Figure 1. Clock nets (run 1).
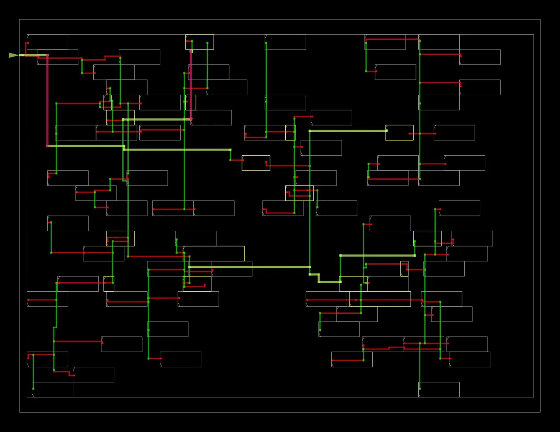
Figure 2. Sequential cells colored by netlist name (run 1).
Other sequential cells in the stronger gray, the rest of the logic in the fainter gray.
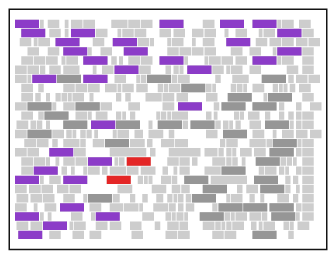
Figure 3. Wiring by layer (run 1).
Scale bar: 20 um.
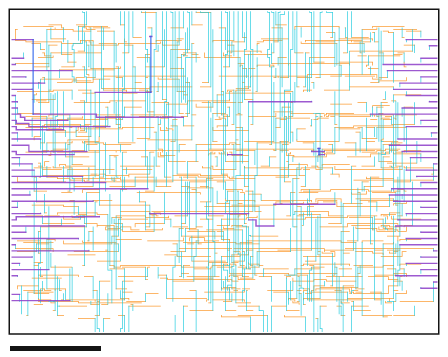
### src/rtl/ifetch_ctrl.sv
`default_nettype none
// ============================================================================
// Module      : ifetch_ctrl
// Description : Instruction-fetch controller. Sequences PC -> memory read ->
//               IF/ID delivery with stall, flush and misaligned-PC handling.
//               Optional last-fetch reuse is enabled by defining the macro
//               IFETCH_REUSE_EN; without it, every aligned fetch goes to
//               memory.
// Revision    : 1.0 - initial release
// ============================================================================
module ifetch_ctrl (
  input  logic        clk_i,
  input  logic        rst_i,
  input  logic        start_i,
  input  logic [31:0] pc_i,
  input  logic        stall_i,
  input  logic        flush_i,
  output logic        mem_req_o,
  output logic [31:0] mem_addr_o,
  input  logic        mem_ack_i,
  input  logic [31:0] mem_data_i,
  output logic [31:0] instr_o,
  output logic        instr_valid_o,
  output logic        pc_ready_o,
  output logic        misalign_o
);

  localparam logic [1:0] S_IDLE    = 2'd0;
  localparam logic [1:0] S_ISSUE   = 2'd1;
  localparam logic [1:0] S_WAIT    = 2'd2;
  localparam logic [1:0] S_DELIVER = 2'd3;

  localparam logic [31:0] C_NOP = 32'h0000_0000;

  logic [1:0]  r_state;
  logic [31:0] r_mem_addr;
  logic [31:0] r_instr;
  logic        r_instr_valid;
  logic        r_misalign;
  logic        r_flush_pend;

  logic        w_misaligned;
  logic        w_flush_any;
  logic        w_reuse_hit;
  logic [31:0] w_reuse_instr;
  logic        w_pc_ready;

  assign w_misaligned = |pc_i[1:0];
  // A flush raised in the same cycle as the ack must also discard the data.
  assign w_flush_any  = r_flush_pend | flush_i;

`ifdef IFETCH_REUSE_EN
  logic [31:0] r_last_addr;
  logic [31:0] r_last_instr;
  logic        r_reuse_vld;

  assign w_reuse_hit   = r_reuse_vld && (pc_i == r_last_addr);
  assign w_reuse_instr = r_last_instr;

  // Remember the last clean, aligned memory delivery for reuse.
  always_ff @(posedge clk_i) begin
    if (rst_i) begin
      r_last_addr  <= 32'h0;
      r_last_instr <= 32'h0;
      r_reuse_vld  <= 1'b0;
    end else if (r_state == S_WAIT && mem_ack_i && !w_flush_any) begin
      r_last_addr  <= r_mem_addr;
      r_last_instr <= mem_data_i;
      r_reuse_vld  <= 1'b1;
    end
  end
`else
  assign w_reuse_hit   = 1'b0;
  assign w_reuse_instr = C_NOP;
`endif

  // PC advance enable: only on a consumed/flushed delivery or a flush in WAIT.
  always_comb begin
    w_pc_ready = 1'b0;
    case (r_state)
      S_WAIT:    w_pc_ready = flush_i;
      S_DELIVER: w_pc_ready = flush_i | ~stall_i;
      default:   w_pc_ready = 1'b0;
    endcase
  end

  // Fetch FSM and delivered-instruction datapath.
  always_ff @(posedge clk_i) begin
    if (rst_i) begin
      r_state       <= S_IDLE;
      r_mem_addr    <= 32'h0;
      r_instr       <= 32'h0;
      r_instr_valid <= 1'b0;
      r_misalign    <= 1'b0;
      r_flush_pend  <= 1'b0;
    end else begin
      case (r_state)
        S_IDLE: begin
          if (start_i) begin
            r_state <= S_ISSUE;
          end
        end

        S_ISSUE: begin
          r_mem_addr <= pc_i;
          if (w_misaligned) begin
            r_instr       <= C_NOP;
            r_instr_valid <= 1'b1;
            r_misalign    <= 1'b1;
            r_state       <= S_DELIVER;
          end else if (w_reuse_hit) begin
            r_instr       <= w_reuse_instr;
            r_instr_valid <= 1'b1;
            r_misalign    <= 1'b0;
            r_state       <= S_DELIVER;
          end else begin
            r_state <= S_WAIT;
          end
        end

        S_WAIT: begin
          // The memory transaction always runs to its ack.
          if (mem_ack_i) begin
            r_flush_pend <= 1'b0;
            if (w_flush_any) begin
              r_state <= S_ISSUE;
            end else begin
              r_instr       <= mem_data_i;
              r_instr_valid <= 1'b1;
              r_misalign    <= 1'b0;
              r_state       <= S_DELIVER;
            end
          end else if (flush_i) begin
            r_flush_pend <= 1'b1;
          end
        end

        S_DELIVER: begin
          // Flush overrides stall; a stall holds everything as-is.
          if (flush_i || !stall_i) begin
            r_instr_valid <= 1'b0;
            r_misalign    <= 1'b0;
            r_state       <= S_ISSUE;
          end
        end

        default: r_state <= S_IDLE;
      endcase
    end
  end

  assign mem_req_o     = (r_state == S_WAIT);
  assign mem_addr_o    = r_mem_addr;
  assign instr_o       = r_instr;
  assign instr_valid_o = r_instr_valid;
  assign misalign_o    = r_misalign;
  assign pc_ready_o    = w_pc_ready;

endmodule
`default_nettype wire

### config.mk
export PLATFORM = sky130hd
export DESIGN_NAME = ifetch_ctrl
export DESIGN_NICKNAME = d
export VERILOG_FILES = /design/src/rtl/ifetch_ctrl.sv
export SDC_FILE = /design/constraint.sdc
export NUM_CORES = 1
export LEC_CHECK = 0
export CORE_ASPECT_RATIO = 0.75
export CORE_UTILIZATION = 43
export DETAILED_ROUTE_END_ITERATION = 12
export GPL_TIMING_DRIVEN = 0
export PLACE_DENSITY_LB_ADDON = 0.05
export SLEW_MARGIN = 25
export SYNTH_ARGS = -nofsm -noshare
export SYNTH_HDL_FRONTEND = slang
export SYNTH_SLANG_ARGS = --single-unit
### constraint.sdc
create_clock -name clk_i -period 4.9 [get_ports clk_i]
set_input_delay 0.98 -clock clk_i [delete_from_list [all_inputs] [get_ports clk_i]]
set_output_delay 0.98 -clock clk_i [all_outputs]
set_load 0.005 [all_outputs]
==> results_slide.txt, run 1 <==
Flow Results at a Glance

Status
  • Run status: completed

Setup path
  • Most used cell along the critical path: sky130_fd_sc_hd__clkdlybuf4s50_1
  • Total buffers and inverters traversed by the critical path: 2
  • Crit path cell chain: clkdlybuf4s50_1 > o22ai_1 > nor2_1 > clkdlybuf4s50_1
  • Reg2Reg Launch Point: r_state[0]
  • Crit. path cell count: 4
  • Startpoint of the worst setup timing path: flush_i

Clock tree
  • Buffer type at the clock tree root: sky130_fd_sc_hd__clkbuf_8
  • Post-CTS Setup Inserts: 0

Pwr
  • NetSw: between 0.4 and 0.5 mW
  • Clock share of power: 32.3%

Timing
  • Tightest slew margin relative to the limit: between 60% and 70%

Hold path
  • Startpoint of the lowest-slack hold path: instr_o[10]
  • Hold Path Stages: 2

Die
  • Placement row count: 24
  • Vertical die dimension: a little over 70 um

Logic synthesis
  • XORs/XNORs by Area: 0%

Placement
  • Post-detailed-placement cell area: 4170 um2
  • HPWL after detailed placement: about 5400 um

Final layout
  • MI comb area: about 1200 um2
## Picture notes: Figure 1
number of clock buffers inserted by TritonCTS: 9
clock insertion delay at the later pin of the skew report: 0.34 ns
Sink Count: 69

## Picture notes: Figure 2
color	netlist name	placed flops
purple	`mem_addr_o`	32
red	`r_state`	2
not colored	35

## Picture notes: Figure 3
color	layer	wire length
cyan	metal 2	3440 um
blue	metal 4	29.9 um
orange	metal 1	3230 um
purple	metal 3	687 um

Figure 4. Clock network drawn from the DEF (run 1).
Scale bar: 20 um.
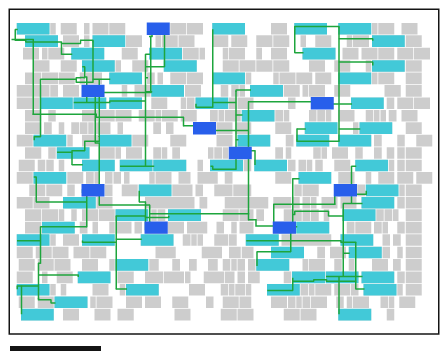

==> run 1 -> run 2 <==
--- a/config.mk
+++ b/config.mk
@@ -6,7 +6,7 @@
 export NUM_CORES = 1
 export LEC_CHECK = 0
 export CORE_ASPECT_RATIO = 0.75
-export CORE_UTILIZATION = 43
+export CORE_UTILIZATION = 40
 export DETAILED_ROUTE_END_ITERATION = 12
 export GPL_TIMING_DRIVEN = 0
 export PLACE_DENSITY_LB_ADDON = 0.05
==> constraint.sdc (replaced) <==
create_clock -name clk_i -period 3.2 [get_ports clk_i]
set_input_delay 0.64 -clock clk_i [delete_from_list [all_inputs] [get_ports clk_i]]
set_output_delay 0.64 -clock clk_i [all_outputs]
set_load 0.005 [all_outputs]
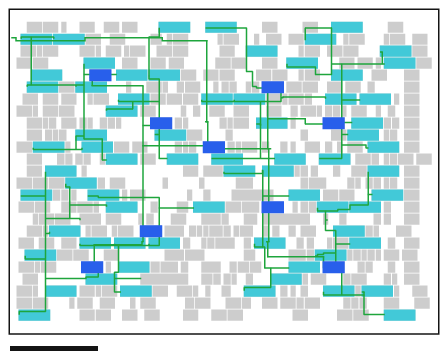
Figure 5: run 2, clock network drawn from the DEF.
Scale bar: 20 um.
[green] clock wires | length: 862 um
[cyan] flip-flops | count: 69
[blue] clock drivers | count: 9
routed clock nets	10
flops lie	widely spread

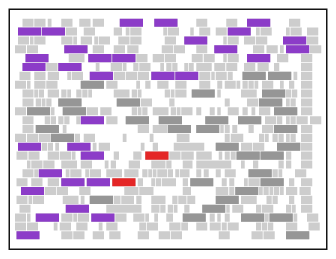
Figure 6: run 2, sequential cells colored by netlist name.
Other sequential cells in the stronger gray, the rest of the logic in the fainter gray.
color	netlist name	placed flops
red	`r_state`	2
purple	`mem_addr_o`	32
not colored	35

==> run 2 against run 1 <==
Effect of this change: sequential power grew 53%; sequential share of layout area shrank 0.081 points; global-route usage shrank 2.2 points; utilization shrank 5.2 points; register-to-register slack lost 1.7 ns; die area grew 7.3%; critical path depth grew 3; first-iteration DRC count shrank 25%; area after synthesis is the same; combinational power grew 52%; worst hold slack lost 0.0019 ns; critical path type is now reg -> out.
==> results_slide.txt, run 2 <==
Flow Results at a Glance

Die
  • Vertical die dimension: 73.3 um
  • Top-level port count: around 140
  • Placement row count: 25

Final layout
  • MI comb area: 1190 um2

Clock tree
  • Number of clock buffers inserted by TritonCTS: 9
  • Post-CTS Setup Inserts: 0
  • Clock insertion delay at the later pin of the skew report: roughly 0.34 ns
  • Sink Count: 69
  • Buffer type at the clock tree root: sky130_fd_sc_hd__clkbuf_8

Hold path
  • Startpoint of the lowest-slack hold path: instr_o[7]
  • Hold Path Stages: 2

Logic synthesis
  • XORs/XNORs by Area: 0%

Status
  • Run status: completed

Setup path
  • Startpoint of the worst setup timing path: r_state[0]
  • Crit. path cell count: 7
  • Reg2Reg Launch Point: r_state[0]
  • Crit path cell chain: inv_1 > ha_1 > buf_2 > buf_2 > o22ai_1 > nor2_1 > clkdlybuf4s50_1
  • Total buffers and inverters traversed by the critical path: 4

Timing
  • Tightest slew margin relative to the limit: between 60 and 70%

Placement
  • Post-detailed-placement cell area: between 4000 and 5000 um2
  • HPWL after detailed placement: 5370 um
Power figures rest on the tool's default switching activity, not on a simulated workload.
